[config.mk]
export PLATFORM = sky130hd
export DESIGN_NAME = planificador_muestras
export DESIGN_NICKNAME = d
export VERILOG_FILES = /design/src/rtl/planificador_muestras.sv
export SDC_FILE = /design/constraint.sdc
export NUM_CORES = 1
export LEC_CHECK = 0
export CAP_MARGIN = 10
export CORE_UTILIZATION = 29
export DETAILED_ROUTE_END_ITERATION = 6
export DONT_BUFFER_PORTS = 1
export PLACE_DENSITY = 0.56
export SYNTH_ARGS = -nofsm -noshare
export SYNTH_HDL_FRONTEND = slang
export SYNTH_SLANG_ARGS = --single-unit
[constraint.sdc]
create_clock -name clock_in -period 1.7 [get_ports clock_in]
set_input_delay 0.17 -clock clock_in [delete_from_list [all_inputs] [get_ports clock_in]]
set_output_delay 0.17 -clock clock_in [all_outputs]
set_load 0.05 [all_outputs]
[src/rtl/planificador_muestras.sv]
// planificador_muestras
// Frame scheduler that shares one byte-wide transmit link among NUM_REQ
// sample producers. Each rising edge of samp_rate opens a frame: the set of
// requesters pending at that instant is snapshotted and each one is served
// with a single byte, in round-robin order, over a valid/ready handshake.
// Frames that open while the previous one is still draining are dropped and
// counted in a saturating overrun counter.
//
// Ports
//   clock_in     system clock
//   rst_n        asynchronous active-low reset
//   samp_rate    sample-rate square wave; each rising edge starts a frame
//   req          per-requester "byte available" levels
//   req_data     requester i byte at [i*DATA_W +: DATA_W]
//   ack          one-hot, one-cycle pulse after requester i's byte is accepted
//   tx_data      byte to the host link
//   tx_valid     tx_data valid
//   tx_ready     host link accepts
//   busy         high whenever the scheduler is not idle
//   overrun_cnt  saturating count of dropped frames
module planificador_muestras #(
  parameter int NUM_REQ = 4,
  parameter int DATA_W  = 8,
  parameter int OVR_W   = 8
) (
  input  logic                      clock_in,
  input  logic                      rst_n,
  input  logic                      samp_rate,
  input  logic [NUM_REQ-1:0]        req,
  input  logic [NUM_REQ*DATA_W-1:0] req_data,
  output logic [NUM_REQ-1:0]        ack,
  output logic [DATA_W-1:0]         tx_data,
  output logic                      tx_valid,
  input  logic                      tx_ready,
  output logic                      busy,
  output logic [OVR_W-1:0]          overrun_cnt
);

  localparam int PTR_W = $clog2(NUM_REQ);

  typedef enum logic [1:0] {
    ST_IDLE,
    ST_SCAN,
    ST_SEND
  } state_t;

  state_t               state_q, state_d;
  logic                 samp_q;
  logic [NUM_REQ-1:0]   pending_q, pending_d;
  logic [PTR_W-1:0]     ptr_q, ptr_d;
  logic [PTR_W-1:0]     sel_q, sel_d;
  logic [DATA_W-1:0]    tx_data_q, tx_data_d;
  logic                 tx_valid_q, tx_valid_d;
  logic [NUM_REQ-1:0]   ack_q, ack_d;
  logic [OVR_W-1:0]     ovr_q, ovr_d;

  logic                 frame_start;
  logic [PTR_W-1:0]     pick;
  logic [PTR_W-1:0]     pick_next;

  // samp_q resets to 1 so a samp_rate already high at reset release is not
  // mistaken for a rising edge.
  assign frame_start = samp_rate & ~samp_q;

  // Cyclic first-set search starting at ptr. Walking the offsets from the
  // farthest to the nearest lets the nearest hit overwrite the others, so no
  // early exit is needed.
  always_comb begin
    pick = ptr_q;
    for (int k = NUM_REQ - 1; k >= 0; k--) begin
      int idx;
      idx = (int'(ptr_q) + k) % NUM_REQ;
      if (pending_q[idx[PTR_W-1:0]]) pick = idx[PTR_W-1:0];
    end
  end

  assign pick_next = (pick == PTR_W'(NUM_REQ - 1)) ? '0 : pick + PTR_W'(1);

  always_comb begin
    state_d    = state_q;
    pending_d  = pending_q;
    ptr_d      = ptr_q;
    sel_d      = sel_q;
    tx_data_d  = tx_data_q;
    tx_valid_d = tx_valid_q;
    ack_d      = '0;
    ovr_d      = ovr_q;

    // A frame opening while still busy is discarded; only the count changes.
    if (frame_start && (state_q != ST_IDLE) && (ovr_q != {OVR_W{1'b1}})) begin
      ovr_d = ovr_q + OVR_W'(1);
    end

    unique case (state_q)
      ST_IDLE: begin
        if (frame_start) begin
          pending_d = req;
          state_d   = ST_SCAN;
        end
      end
      ST_SCAN: begin
        if (pending_q == '0) begin
          state_d = ST_IDLE;
        end else begin
          tx_data_d        = req_data[int'(pick)*DATA_W +: DATA_W];
          tx_valid_d       = 1'b1;
          sel_d            = pick;
          pending_d[pick]  = 1'b0;
          ptr_d            = pick_next;
          state_d          = ST_SEND;
        end
      end
      ST_SEND: begin
        if (tx_valid_q && tx_ready) begin
          tx_valid_d = 1'b0;
          ack_d      = NUM_REQ'(1) << sel_q;
          state_d    = ST_SCAN;
        end
      end
      default: state_d = ST_IDLE;
    endcase
  end

  always_ff @(posedge clock_in or negedge rst_n) begin
    if (!rst_n) begin
      state_q    <= ST_IDLE;
      samp_q     <= 1'b1;
      pending_q  <= '0;
      ptr_q      <= '0;
      sel_q      <= '0;
      tx_data_q  <= '0;
      tx_valid_q <= 1'b0;
      ack_q      <= '0;
      ovr_q      <= '0;
    end else begin
      state_q    <= state_d;
      samp_q     <= samp_rate;
      pending_q  <= pending_d;
      ptr_q      <= ptr_d;
      sel_q      <= sel_d;
      tx_data_q  <= tx_data_d;
      tx_valid_q <= tx_valid_d;
      ack_q      <= ack_d;
      ovr_q      <= ovr_d;
    end
  end

  assign ack         = ack_q;
  assign tx_data     = tx_data_q;
  assign tx_valid    = tx_valid_q;
  assign busy        = (state_q != ST_IDLE);
  assign overrun_cnt = ovr_q;

endmodule

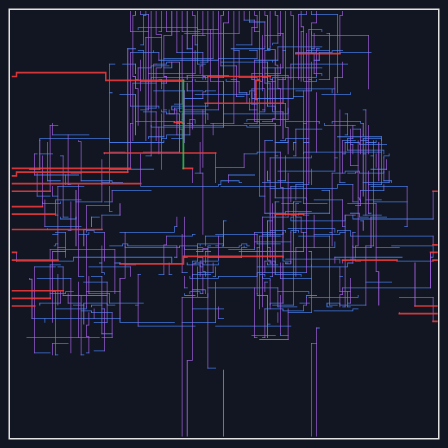
*Wiring by layer*
- green: M4 (wire length 15.6 µm)
- purple: M2 (wire length 2150 µm)
- blue: M1 (wire length 1630 µm)
- red: M3 (wire length 280 µm)

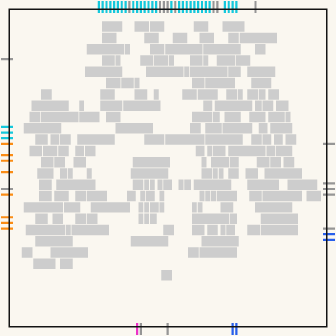
*Ports around the boundary*
Pins as bars across the die edge, other pins in grey.
- cyan: req_data (pins 32; direction input; edge 29 top, 3 left)
- blue: ack (pins 4; direction output; edge 2 right, 2 bottom)
- magenta: tx_ready (pins 1; direction input; edge bottom)
- orange: overrun_cnt (pins 8; direction output; edge left)

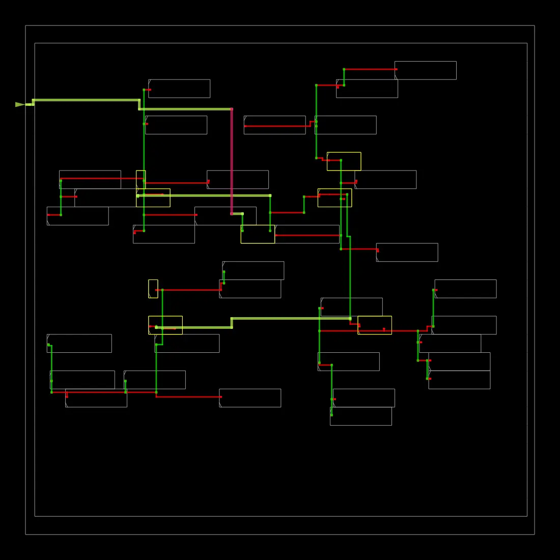
*Clock nets*
Layout Skew: 0.003689 ns
clk ins delay skew pair: 0.28 ns
# clock sinks: 32
flop count: 32

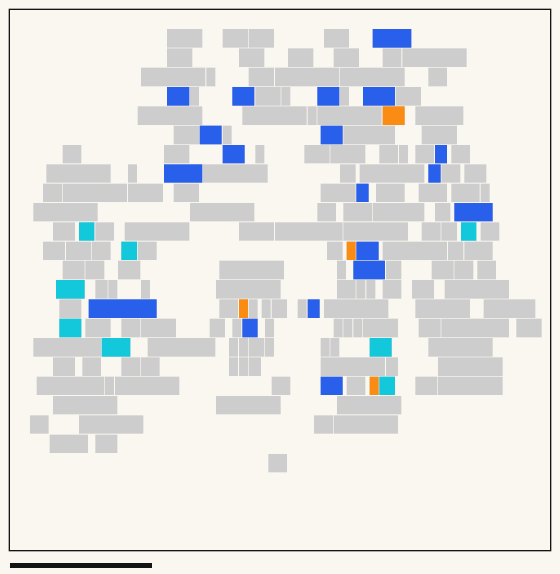
*Selected gate families*
Scale bar: 20 µm.
- cyan: and/or cells (cells 8)
- blue: aoi and oai cells (cells 19; most used o221ai_1)
- orange: inv cells (cells 4; most used inv_1)
final non-filler cell total: 256
Top cell excl fill/tap: dfrtp_1
logic gate fraction of the total cell area: 40.43%

==> results.txt <==
flow finished, numbers: Comb power 2.98 mW, Distinct lib cells used 38, Cell Area, Placed 1857 µm², vias in the first global route 1304, Pwr top combinational logic, reg2reg end overrun_cnt[7]$_DFFE_PN0P_, tool warning count 29, failing checks negative setup slack, Final Slew Violations 0, hold depth 1, hpwl dp 3.018 mm, Synth Warn # 0, Chip Height 76.08 µm, final wirelength 4.075 mm, R2R Path Start overrun_cnt[0]$_DFFE_PN0P_, Crit Path Max Fanout 2, Rows 26, run status complete, but fails checks, CTS Buffer Depth 2, share of total power in the clock network 11.3%, DR pass1 iterations 4, startpoint types flop, post-CTS setup buffer count 1, GRT overflow 0, vias per cell 5.059, Total Neg Setup Slack -0.1786 ns, core region area 5205 µm², DRC 0, Hold WC Path Type primary input to flop, cell depth of the worst flop-to-flop path 7, sequential share of power 31.3%, Clock Power 0.585 mW, crit path launch overrun_cnt[0]$_DFFE_PN0P_, CP max stage delay 0.43 ns, YS chip area 1592 µm², Crit path top cell by count and3_4, Post-Syn Nets 192, WHS 0.02913 ns, DR iter-0 viols 53, Post-CTS Hold Fix Bufs 3, Power Total 5.191 mW, Init Core Util 30.58%, Worst Hold End pending_q[0]$_DFFE_PN0P_, Max-cap violations 0, largest non-sequential cell family by area simple AND/OR/NAND/NOR gates, routed via count 1295, post-DR wirelength/cell 15.92 µm, routability cong. 0.8222, setup ws final -0.06448 ns, antenna violations before repair 0, final critical-path share of the clock period 103.8%, Sw Share 45.22%, Adder Share, Synth 1.572%, CTS tree built, Async S/R FF share, synth 100.0%, Crit. End Element flop, Reg2Reg Setup Slack -0.06 ns, Worst Path Required 1.86 ns, Worst EP arrival 1.92 ns, P_int 2.843 mW, CP top delay family simple AND/OR/NAND/NOR gates, Post-Syn Area 1592 µm², Mean Syn Cell Area 10.61 µm², WP depth 7, # IOs 62, final core utilization 42.45%, sw power 2.347 mW, Final nets 227, HP Start req[0], placed insts 240, layout cell share with drive strength beyond 1 35.48%, register area share after synthesis 50.39%, endpoints failing hold 0, crit-path cells ha_4 -> and3_4 -> a311oi_4 -> and4_1 -> and3_4 -> nand3_2 -> xnor2_1, Layout Area Growth over Synthesis 38.84%, total die size 5788 µm², n_diodes 0, Power Dens Cells 2349 nW/µm², Buf+Inv Stages, Crit Path 0, DP Worst Slack -0.08805 ns, Setup violations, final 4, fmax 0.5667 GHz
-- cell usage after synthesis, types with 2 or more instances --
cell type / count / area, µm²
a21o_1: 2 / 15.01
a22o_1: 4 / 35.03
and2_1: 2 / 12.51
and3_1: 3 / 18.77
buf_2: 2 / 10.01
clkbuf_1: 2 / 7.510
dfrtp_1: 31 / 775.7
ha_1: 2 / 25.02
inv_1: 3 / 11.26
mux2i_1: 15 / 150.1
nand2_1: 28 / 105.1
nand2b_1: 3 / 18.77
nand3_1: 3 / 15.01
nor2_1: 5 / 18.77
nor2b_1: 4 / 25.02
nor3b_1: 3 / 22.52
o21ai_0: 6 / 30.03
o221ai_1: 7 / 61.31
xnor2_1: 4 / 35.03
xor2_1: 3 / 26.28
-- sequential cells by signal (all words and copies together), names as in the netlist --
register	flops
samp_q	1
ack	4
tx_valid	1
overrun_cnt	8
tx_data	8
pending_q	4
state_q	2
sel_q	2
ptr_q	2
-- worst register-to-register path: cells and delay by family (launching register included) --
family	cells	cell delay, ns
compound gates	1	0.22
flops	1	0.43
fa+ha+maj	1	0.17
xor+xnor	1	0.13
simple gates	4	0.71
-- layout by cell type, fill, tap and decap left out, types with 3 or more instances in the layout --
master    count
a22o_1        4
buf_12        3
buf_4        23
buf_6         3
clkbuf_8      6
dfrtp_1      27
dfrtp_2       4
inv_1         3
mux2i_1      14
nand2_1      25
nand2b_1      3
nor2_1        4
nor2b_1       3
o221ai_1      6
xnor2_1       4
xor2_1        3
-- metal layers --
metal  track usage (%)  part of all wire [%]
met5                 0                     0
met4             3.462                  0.37
met1             15.26                    40
met3             6.587                   6.9
met2             25.45                    53
-- area by class of cell --
cell class	instances	area, µm²
multi-input cells	110	893.4
well taps	70	87.58
fillers	504	2995
clock buffers	8	90.09
repair buffers	32	311.5
flip-flops and latches	32	807.0
inverters	4	20.02
Power and IR drop assume default switching activity.
